===== src/rtl/logic_axi4_stream_demux.sv =====
//------------------------------------------------------------------------------
// logic_axi4_stream_demux
// AXI4-Stream 1-to-N demultiplexer, TDEST-routed, one register slice per output.
// Revision: 1.0
//------------------------------------------------------------------------------
`default_nettype none

module logic_axi4_stream_demux #(
    parameter int OUTPUTS     = 16,
    parameter int TDATA_BYTES = 4,
    parameter int TDEST_WIDTH = 4,
    parameter int TUSER_WIDTH = 1,
    parameter int TID_WIDTH   = 1,
    parameter int TLAST       = 1
) (
    input  logic                               aclk,
    input  logic                               areset_n,
    input  logic                               rx_tvalid,
    input  logic                               rx_tlast,
    input  logic [TDATA_BYTES*8-1:0]           rx_tdata,
    input  logic [TDATA_BYTES-1:0]             rx_tstrb,
    input  logic [TDATA_BYTES-1:0]             rx_tkeep,
    input  logic [TDEST_WIDTH-1:0]             rx_tdest,
    input  logic [TUSER_WIDTH-1:0]             rx_tuser,
    input  logic [TID_WIDTH-1:0]               rx_tid,
    output logic                               rx_tready,
    output logic [OUTPUTS-1:0]                 tx_tvalid,
    output logic [OUTPUTS-1:0]                 tx_tlast,
    output logic [OUTPUTS*TDATA_BYTES*8-1:0]   tx_tdata,
    output logic [OUTPUTS*TDATA_BYTES-1:0]     tx_tstrb,
    output logic [OUTPUTS*TDATA_BYTES-1:0]     tx_tkeep,
    output logic [OUTPUTS*TDEST_WIDTH-1:0]     tx_tdest,
    output logic [OUTPUTS*TUSER_WIDTH-1:0]     tx_tuser,
    output logic [OUTPUTS*TID_WIDTH-1:0]       tx_tid,
    input  logic [OUTPUTS-1:0]                 tx_tready,
    output logic                               dropped
);

    localparam int                    c_DATA_W  = TDATA_BYTES * 8;
    localparam logic [TDEST_WIDTH:0]  c_OUT_LIM = (TDEST_WIDTH + 1)'(OUTPUTS);

    typedef enum logic [0:0] {
        S_IDLE   = 1'b0,
        S_PACKET = 1'b1
    } state_t;

    state_t                   r_state;
    logic [TDEST_WIDTH-1:0]   r_sel_q;
    logic                     r_dropped;

    logic [TDEST_WIDTH-1:0]   w_sel;
    logic                     w_in_range;
    logic                     w_accept;
    logic [OUTPUTS-1:0]       w_hit;
    logic [OUTPUTS-1:0]       w_slot_free;
    logic [OUTPUTS-1:0]       w_tx_valid;

    // The state only leaves IDLE when packet locking is enabled.
    assign w_sel      = (r_state == S_PACKET) ? r_sel_q : rx_tdest;
    assign w_in_range = ({1'b0, w_sel} < c_OUT_LIM);
    assign w_slot_free = ~w_tx_valid | tx_tready;
    assign rx_tready  = w_in_range ? |(w_hit & w_slot_free) : 1'b1;
    assign w_accept   = rx_tvalid & rx_tready;
    assign tx_tvalid  = w_tx_valid;
    assign dropped    = r_dropped;

    generate
        for (genvar k = 0; k < OUTPUTS; k++) begin : g_out
            logic                    r_valid;
            logic                    r_last;
            logic [c_DATA_W-1:0]     r_data;
            logic [TDATA_BYTES-1:0]  r_strb;
            logic [TDATA_BYTES-1:0]  r_keep;
            logic [TDEST_WIDTH-1:0]  r_dest;
            logic [TUSER_WIDTH-1:0]  r_user;
            logic [TID_WIDTH-1:0]    r_id;
            logic                    w_load;

            assign w_hit[k] = (w_sel == TDEST_WIDTH'(k));
            assign w_load   = w_accept & w_hit[k];

            always_ff @(posedge aclk or negedge areset_n) begin
                if (!areset_n) begin
                    r_valid <= 1'b0;
                    r_last  <= 1'b0;
                    r_data  <= '0;
                    r_strb  <= '0;
                    r_keep  <= '0;
                    r_dest  <= '0;
                    r_user  <= '0;
                    r_id    <= '0;
                end else if (w_load) begin
                    r_valid <= 1'b1;
                    r_last  <= rx_tlast;
                    r_data  <= rx_tdata;
                    r_strb  <= rx_tstrb;
                    r_keep  <= rx_tkeep;
                    r_dest  <= rx_tdest;
                    r_user  <= rx_tuser;
                    r_id    <= rx_tid;
                end else if (tx_tready[k]) begin
                    r_valid <= 1'b0;
                end
            end

            assign w_tx_valid[k]                            = r_valid;
            assign tx_tlast[k]                              = r_last;
            assign tx_tdata[k*c_DATA_W +: c_DATA_W]         = r_data;
            assign tx_tstrb[k*TDATA_BYTES +: TDATA_BYTES]   = r_strb;
            assign tx_tkeep[k*TDATA_BYTES +: TDATA_BYTES]   = r_keep;
            assign tx_tdest[k*TDEST_WIDTH +: TDEST_WIDTH]   = r_dest;
            assign tx_tuser[k*TUSER_WIDTH +: TUSER_WIDTH]   = r_user;
            assign tx_tid[k*TID_WIDTH +: TID_WIDTH]         = r_id;
        end
    endgenerate

    // Out-of-range packets lock too, so their tail beats are dropped as well.
    always_ff @(posedge aclk or negedge areset_n) begin
        if (!areset_n) begin
            r_state <= S_IDLE;
            r_sel_q <= '0;
        end else if ((TLAST != 0) && w_accept) begin
            case (r_state)
                S_IDLE: begin
                    if (!rx_tlast) begin
                        r_state <= S_PACKET;
                        r_sel_q <= rx_tdest;
                    end
                end
                S_PACKET: begin
                    if (rx_tlast) begin
                        r_state <= S_IDLE;
                    end
                end
                default: r_state <= S_IDLE;
            endcase
        end
    end

    always_ff @(posedge aclk or negedge areset_n) begin
        if (!areset_n) begin
            r_dropped <= 1'b0;
        end else begin
            r_dropped <= w_accept & ~w_in_range;
        end
    end

endmodule

`default_nettype wire


===== config.mk =====
export PLATFORM = sky130hd
export DESIGN_NAME = logic_axi4_stream_demux
export DESIGN_NICKNAME = d
export VERILOG_FILES = /design/src/rtl/logic_axi4_stream_demux.sv
export SDC_FILE = /design/constraint.sdc
export NUM_CORES = 1
export LEC_CHECK = 0
export ABC_CLOCK_PERIOD_IN_PS = 3700
export CAP_MARGIN = 5
export CORE_AREA = 2 2 327 329
export DETAILED_ROUTE_END_ITERATION = 10
export DIE_AREA = 0 0 329 331
export GPL_TIMING_DRIVEN = 0
export MAX_ROUTING_LAYER = met4
export PLACE_DENSITY_LB_ADDON = 0.05
export SLEW_MARGIN = 20
export SYNTH_ARGS = -nofsm -noshare
export SYNTH_HDL_FRONTEND = slang
export SYNTH_SLANG_ARGS = --single-unit

===== constraint.sdc =====
create_clock -name aclk -period 3.7 [get_ports aclk]
set_clock_uncertainty 0.2 [all_clocks]
set_input_delay 0.74 -clock aclk [delete_from_list [all_inputs] [get_ports aclk]]
set_output_delay 0.74 -clock aclk [all_outputs]
set_load 0.05 [all_outputs]

**Placement density heat map**

The die is cut into 33 by 33 equal tiles; black is low, pale yellow is high, 0 to 100% covered.
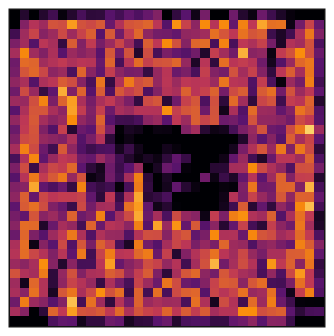
tiles over 75% full = 2.7%
mean over tiles = 38%
fullest tile = 90%
nearly empty tiles = 6.4%
emptiest ninth of the die = center

**Clock distribution**

Drawn at 1.5 px/um.
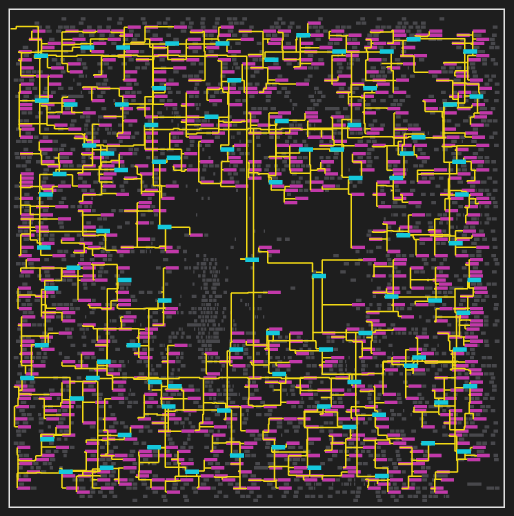
magenta -> flip-flops  # count 773
yellow -> clock wires  # length 11400 um
cyan -> clock-net drivers  # count 91
flops lie = widely spread

**Placed cells, one color a class**

Drawn at 1 px/um. Fill, decap, tap and diode cells in gray.
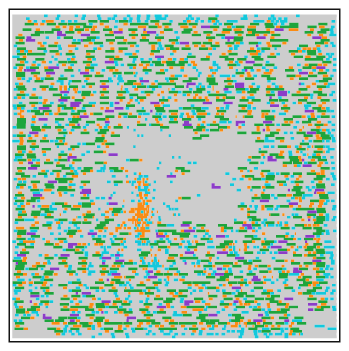
purple -> clock drivers and dummy loads  # cells 155
cyan -> remaining buffers and delay cells  # cells 1099
green -> registers  # cells 773
orange -> remaining logic cells  # cells 924

**Layout detail**

Window x 152 to 177, y 153 to 178 um. Cells in gray, sequential cells in the stronger gray; small squares are vias.
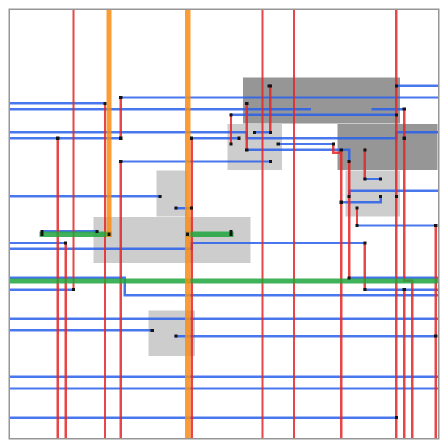
blue -> M1
green -> M3
red -> M2
orange -> M4
most frequent = o2bb2ai_1 (2), dfrtp_1 (2)
sequential cells in the window = 2
cells with their middle in the window = 7
netlist names of flops here include = g_out.r_dest (2)

**Clock nets**

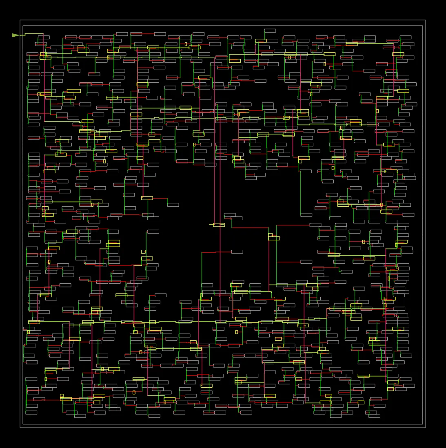
clk sink count: 773
CLK BUF: 133
registers: 773

==> results_dict.tcl <==
# metrics dict for downstream scripts
set metrics [dict create \
    status "complete, but fails checks" \
    violations "setup timing" \
    gp_congestion 0.824 \
    layout.nets 2955 \
    grt_pass1_wl_mm 174 \
    dpl.hpwl_mm 94.5 \
    tap_cells 1391 \
    clk_share_pct 6.95 \
    crit_path_cell_trace "clkdlybuf4s50_1 > buf_6 > nor3b_1 > a2111oi_0 > nor3_1 > nand4b_1 > or3_4 > buf_6 > buf_8 > buf_12" \
    post_drt_wl_per_cell_um 28.9 \
    period_used_pct 103 \
    n_antenna_cell 4 \
    drtIter0Drc 969 \
    criticalPathCategory "in2out" \
    tightest_slew_ps 880 \
    flop_area_mm2 0.0193 \
    synth-seq-cells 773 \
    drive_above_1_share_pct 27.3 \
    die_h_um 331 \
    grt_pass1_vias 21745 \
    drt_wl_total_mm 126 \
    final_max_slew_viol_count 0 \
    final_layout_top_logic_cells "830 x clkdlybuf4s50_1, 773 x dfrtp_1, 441 x mux2_2" \
    synthesis.nets 2001 \
    setup_viol 1 \
    grt_max_degree 93 \
    cap_violations 0 \
    num-nonclk-inverters 4 \
    grtUsageTotal_pct 23.3 \
    first_pass_iters 5 \
    r2r_cells 11 \
    cp_num_buf_inv 5 \
    antenna_found_initial 7 \
    mux_area_share_pct 18.3 \
    setup_slack_ps -113 \
    yosysCellCount 1935 \
]
[synth_stat cells]
master     number  area [um2]
dfrtp_1       773       19300
mux2_2        441        4970
o2bb2ai_1     282        2470
buf_4          85         638
clkbuf_1       82         308
nand2_1        68         255
buf_2          48         240
buf_6          21         236
mux2_4         19         285
mux2_1         14         158
nand2b_1       13        81.3
nand4_1        12        75.1
nand3_1         8        40.0
nor2b_1         7        43.8
nand3b_1        5        37.5
a21boi_0        4        30.0
a21oi_1         4        20.0
inv_1           4        15.0
nor3b_1         4        30.0
o21ai_0         4        20.0
or2_2           4        25.0
a2111oi_0       3        26.3
and4_1          3        26.3
or3_1           3        18.8
or3b_2          3        26.3
a21o_1          2        15.0
a221oi_1        2        17.5
buf_1           2        7.51
o22ai_1         2        12.5
a211oi_1        1        7.51
a31oi_1         1        6.26
and3_4          1        11.3
conb_1          1        3.75
nand4b_1        1        8.76
nor2_1          1        3.75
nor3_1          1        5.00
o21ai_1         1        5.00
o31ai_1         1        7.51
o32ai_1         1        8.76
o32ai_2         1        16.3
or3b_1          1        8.76
or4_1           1        7.51
[worst register-to-register path, stage by stage (launching register included)]
cell and delay, ps:
dfrtp_1 480, or3b_4 460, a2111oi_1 440, nor3_1 140, nand4b_1 110, or3_4 150
buf_6 100, buf_4 140, nand4_1 400, buf_6 350, buf_6 190, mux2_2 300
[cell families (layout without fill, tap and decap cells)]
kind of cell           Yosys count  in the layout
buffers and inverters          242           1258
multiplexers                   474            474
other                            1              5
AND-OR/OR-AND                  309            309
AND/OR/NAND/NOR                136            136
flip-flops                     773            773
[state kept, by name, indices dropped and copies added, names as in the netlist]
name / cells
g_out.r_last: 16
r_state: 1
g_out.r_dest: 64
g_out.r_strb: 64
g_out.r_data: 512
r_sel_q: 4
g_out.r_user: 16
g_out.r_keep: 64
g_out.r_id: 16
g_out.r_valid: 16
[per-layer routing]
metal | global-route usage, % | vias up | wire length, um
met2 | 38.8 | 707 | 62600
met4 | 6.90 | 0 | 4000
met3 | 7.38 | 176 | 9690
li1 | - | 8842 | -
met5 | - | - | 0
met1 | 26.8 | 10885 | 49400
[stage by stage]
stage	area, um2	worst slack (ps)	hold WS [ps]	TNS (ps)
floorplan	29600	477	244	0
global placement	39700	-34030	271	-
detailed placement	39900	-1340	273	-522370
CTS	43000	-183	289	-183
global route	43200	-225	299	-331
finish	43200	-113	284	-113
[worst paths after layout]
kind                       slack, ps                  end                 from
max                             -110            rx_tready          rx_tdest[0]
min                              280  g_out[15].r_data[8]  g_out[15].r_data[8]
max reg2reg                      140  g_out[8].r_data[15]           r_sel_q[1]
min reg2reg                      280  g_out[15].r_data[8]  g_out[15].r_data[8]
max in group asynchronous       1120   g_out[2].r_strb[2]             areset_n
min in group asynchronous        410  g_out[0].r_data[20]             areset_n
[repair_timing]
action	CTS	global route
hold buffers	1	0
gates resized	29	31
hold endpoints to repair	51	0
endpoints found under the setup margin	326	121
pin swaps	2	7
setup buffers	0	18
